`config.mk`:
```
export PLATFORM = sky130hd
export DESIGN_NAME = fetch_queue
export DESIGN_NICKNAME = d
export VERILOG_FILES = /design/src/rtl/fetch_queue.sv
export SDC_FILE = /design/constraint.sdc
export NUM_CORES = 1
export LEC_CHECK = 0
export CAP_MARGIN = 30
export CORE_ASPECT_RATIO = 0.6
export CORE_UTILIZATION = 34
export CTS_CLUSTER_DIAMETER = 120
export DETAILED_ROUTE_END_ITERATION = 7
export PLACE_DENSITY = 0.61
export SLEW_MARGIN = 30
export SYNTH_ARGS = -nofsm -noshare
export SYNTH_HDL_FRONTEND = slang
export SYNTH_SLANG_ARGS = --single-unit
```
`constraint.sdc`:
```
create_clock -name clock -period 11.5 [get_ports clock]
set_input_delay 2.875 -clock clock [delete_from_list [all_inputs] [get_ports clock]]
set_output_delay 2.875 -clock clock [all_outputs]
set_load 0.01 [all_outputs]
```
`src/rtl/fetch_queue.sv`:
```
// fetch_queue: instruction-fetch front end with a DEPTH-entry prefetch FIFO.
// Owns the PC and drives imem. It keeps fetching while decode stalls, until
// the queue is full. A redirect flushes the queue in one cycle and reloads the PC.
//
// Parameters:
//   WIDTH    - instruction / PC width
//   DEPTH    - queue entries (power of two, >= 2)
//   RESET_PC - PC after reset
// Ports:
//   clock, reset        - rising-edge clock, synchronous active-high reset
//   address_imem        - current PC (register output)
//   q_imem              - instruction at address_imem, same cycle
//   redirect/_pc        - flush queue, next fetch from redirect_pc
//   deq_ready/valid     - decode handshake on the head entry
//   deq_insn/deq_pc     - head entry, zero when deq_valid=0
//   count               - occupied entries
// Optional feature: define FETCH_BYPASS_EN to present q_imem directly when the
// queue is empty (zero-bubble fetch).
module fetch_queue #(
    parameter int              WIDTH    = 32,
    parameter int              DEPTH    = 4,
    parameter logic [WIDTH-1:0] RESET_PC = '0
) (
    input  logic                       clock,
    input  logic                       reset,
    output logic [WIDTH-1:0]           address_imem,
    input  logic [WIDTH-1:0]           q_imem,
    input  logic                       redirect,
    input  logic [WIDTH-1:0]           redirect_pc,
    input  logic                       deq_ready,
    output logic                       deq_valid,
    output logic [WIDTH-1:0]           deq_insn,
    output logic [WIDTH-1:0]           deq_pc,
    output logic [$clog2(DEPTH+1)-1:0] count
);
    localparam int AW = $clog2(DEPTH);
    localparam int CW = $clog2(DEPTH+1);

    logic [WIDTH-1:0] pc_q;
    logic [WIDTH-1:0] insn_mem [DEPTH];
    logic [WIDTH-1:0] pc_mem   [DEPTH];
    logic [AW-1:0]    head, tail;
    logic [CW-1:0]    cnt;

    logic empty, full, byp, deq, enq, wr, pop;

    assign empty = (cnt == '0);
    assign full  = (cnt == CW'(DEPTH));

`ifdef FETCH_BYPASS_EN
    // Empty queue: the word arriving from imem is the head this cycle.
    assign byp = empty & ~redirect & ~reset;
`else
    assign byp = 1'b0;
`endif

    assign deq_valid = ~redirect & (~empty | byp);
    assign deq       = deq_valid & deq_ready;
    // A full queue still accepts when its head leaves in the same cycle.
    assign enq       = ~redirect & (~full | deq);
    // A bypassed word consumed immediately never touches storage.
    assign wr        = enq & ~(byp & deq);
    assign pop       = deq & ~byp;

    assign address_imem = pc_q;
    assign count        = cnt;

    always_comb begin
        deq_insn = '0;
        deq_pc   = '0;
        if (deq_valid) begin
            if (byp) begin
                deq_insn = q_imem;
                deq_pc   = pc_q;
            end else begin
                deq_insn = insn_mem[head];
                deq_pc   = pc_mem[head];
            end
        end
    end

    // Storage carries no reset; occupancy is tracked by cnt alone.
    always_ff @(posedge clock) begin
        if (wr && !reset) begin
            insn_mem[tail] <= q_imem;
            pc_mem[tail]   <= pc_q;
        end
    end

    always_ff @(posedge clock) begin
        if (reset) begin
            pc_q <= RESET_PC;
            head <= '0;
            tail <= '0;
            cnt  <= '0;
        end else if (redirect) begin
            pc_q <= redirect_pc;
            head <= '0;
            tail <= '0;
            cnt  <= '0;
        end else begin
            if (enq) pc_q <= pc_q + WIDTH'(1);
            if (wr)  tail <= tail + AW'(1);
            if (pop) head <= head + AW'(1);
            case ({wr, pop})
                2'b10:   cnt <= cnt + CW'(1);
                2'b01:   cnt <= cnt - CW'(1);
                default: cnt <= cnt;
            endcase
        end
    end
endmodule

```
**The metal 3 layer**

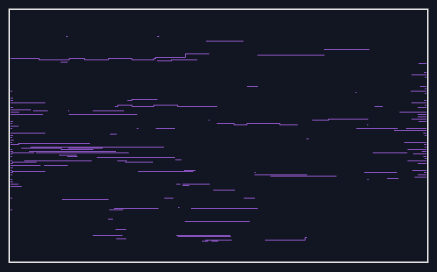
nets with wire on the layer: 111
longest straight run: 77.7 um

**Placement view**

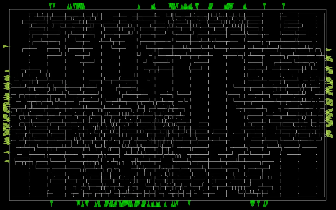
core utilization of the finished layout: 0.4447
num tapcells: 459
# fillers: 3,017
Final Non-Filler Cells: 1,331
number of rows in the core area: 52

**Routed metal per tile**

24 x 15 tiles, from black (low) to pale yellow (high), scaled to the fullest tile. Values are wire area over tile area, all layers added.
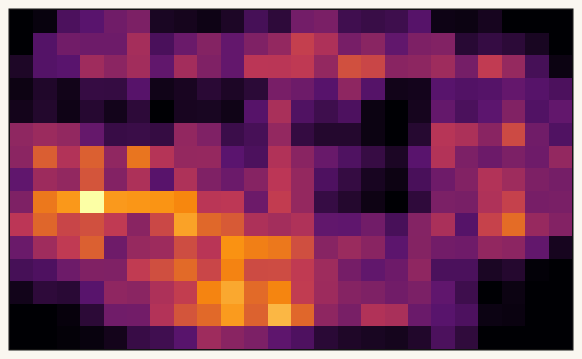
tiles over half the peak: 16%
mean over tiles: 0.13
nearly empty tiles: 7.5%

==> commit_impl_results.txt <==
Update PnR metrics after Yosys + OpenROAD run

* CTS H-Tree Depth: 1
* Die y size: 147.1 um
- # IOs: 168
- Looking at the reg2reg group, the worst path starts from count[0]$_SDFFE_PP0P_.
- In this run the tools logged warnings totalling 30.
* Minimum setup slack among reg-to-reg paths: 8.50 ns
- The worst hold path was traced through 2 stages.
- The endpoint of the worst hold path is reported as head[1]$_SDFFE_PP0P_.
- Total leakage power: 0.004750 uW
* Most common cell type on the critical path: sky130_fd_sc_hd__clkdlybuf4s50_1
* Via count of the first global-routing pass: 6,838
- The number of clock buffers added by TritonCTS is 29.
- Synth async-reset ratio: 0
- The HPWL after detailed placement is 17.93 mm.
- Placer Congestion: 0.7509
- Ranked by total cell area, the synthesized netlist is headed by sky130_fd_sc_hd__edfxtp_1 (64%), sky130_fd_sc_hd__mux4_2 (12%), sky130_fd_sc_hd__dfxtp_1 (6.9%).
- CP endpoint kind: output port
- Outcome: finished clean
- Per Yosys stat, the portion of area used by sequential elements is 0.7134.
- Global-route wire length before repair: 43.39 mm
- Across all layers, the routed design uses 6,658 vias.
- Along the worst path, the maximum fanout reaches 35.
- Most frequent cells in the layout: sky130_fd_sc_hd__edfxtp_1 (256), sky130_fd_sc_hd__clkdlybuf4s50_1 (167), sky130_fd_sc_hd__and2_1 (70), sky130_fd_sc_hd__mux4_2 (64), sky130_fd_sc_hd__nor2_1 (40)
- Aggregate global routing overflow: 0
- Final hold violation count: 0
- Critical path data required time: 8.63 ns
- Setup total negative slack: 0 ns
**I/O nets highlighted**

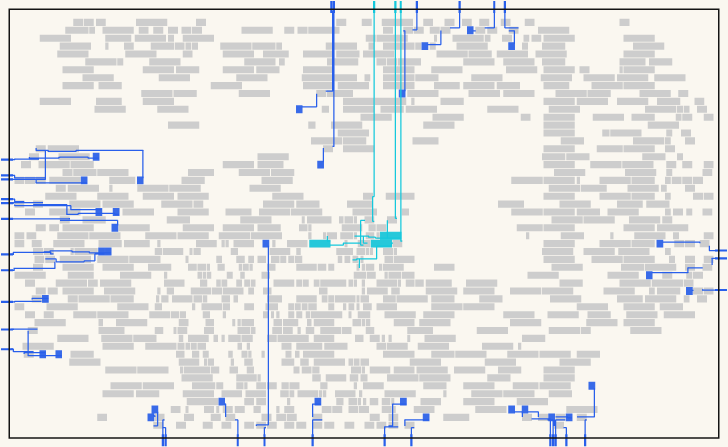
legend:
  blue:
    port: deq_pc
    bits: 32
    direction: output
    edge: 12 south, 11 west, 6 north, 3 east
    end_cells: 32
    buffers: 32
    wire: 834 um
  cyan:
    port: count
    bits: 3
    direction: output
    edge: north
    end_cells: 3
    buffers: 3
    wire: 299 um

**Register map, names as in the netlist**

Other sequential cells in the stronger grey, the rest of the logic in the fainter grey.
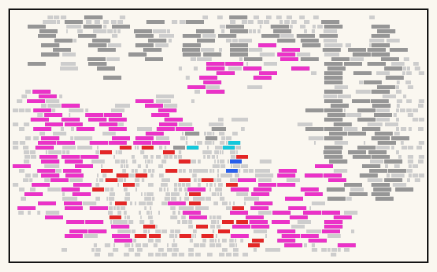
legend:
  blue:
    name_in_the_netlist: tail
    sequential_cells: 2
  cyan:
    name_in_the_netlist: count
    sequential_cells: 3
  red:
    name_in_the_netlist: address_imem
    sequential_cells: 32
  magenta:
    name_in_the_netlist: pc_mem
    sequential_cells: 128
not coloured: 132

==> power by group <==
group / total (uW) / leakage [uW] / switching, uW / internal (uW)
Sequential: 1230 / 0.00270 / 29.3 / 1200
Combinational: 131 / 0.00159 / 60.0 / 71.2
Clock: 972 / 0.000461 / 401 / 571
==> per-stage QoR <==
step           setup WS [ns]  cell area [um2]  power (uW)
2_1_floorplan          4.910            11930        1297
3_3_place_gp           3.090            14090        1380
3_5_place_dp           3.049            14180        1383
4_1_cts                3.043            15140        2360
5_1_grt                2.850            15160        2411
6_report               3.091            15160        2331
==> worst min-delay path: cells and delay by family (launching register included) <==
| family | cells | cell delay (ns) |
|---|---|---|
| and+or+nand+nor | 1 | 0.10 |
| xor gates and xnor gates | 1 | 0.06 |
| DFF | 1 | 0.33 |
==> logic make-up after synthesis <==
group                      count (synthesis)
DFF                                      297
and+or+nand+nor                          180
muxes                                     71
AOI/OAI and AO/OA                         47
buffers and inverters                     42
xor gates and xnor gates                  32
adders and majority gates                  7
==> routing by layer <==
metal / GRT usage / part of all wire / vias to the layer above
met3: 0.03800 / 0.063 / 33
met4: 0.02906 / 0.013 / 0
li1: - / - / 2995
met5: 0 / 0 / -
met2: 0.2419 / 0.45 / 197
met1: 0.2422 / 0.47 / 3433
==> cell type report <==
type                       instances  area (um2)
fill                            3017       18930
sequential                       297        8516
multi-input combinational        337        3266
timing repair buffer             176        1809
clock buffer                      32       737.0
tap                              459       574.3
clock inverter                    21       225.2
inverter                           9       33.78
==> worst max path at each step <==
stage,cells after the start,from,endpoint
finish,5,redirect,deq_insn[24]
global route,5,redirect,deq_insn[24]
CTS,5,redirect,deq_insn[24]
detailed placement,5,redirect,deq_insn[24]
global placement,5,redirect,deq_pc[20]
floorplan,4,redirect,deq_insn[23]
Power figures rest on the tool's default switching activity, not on a simulated workload.
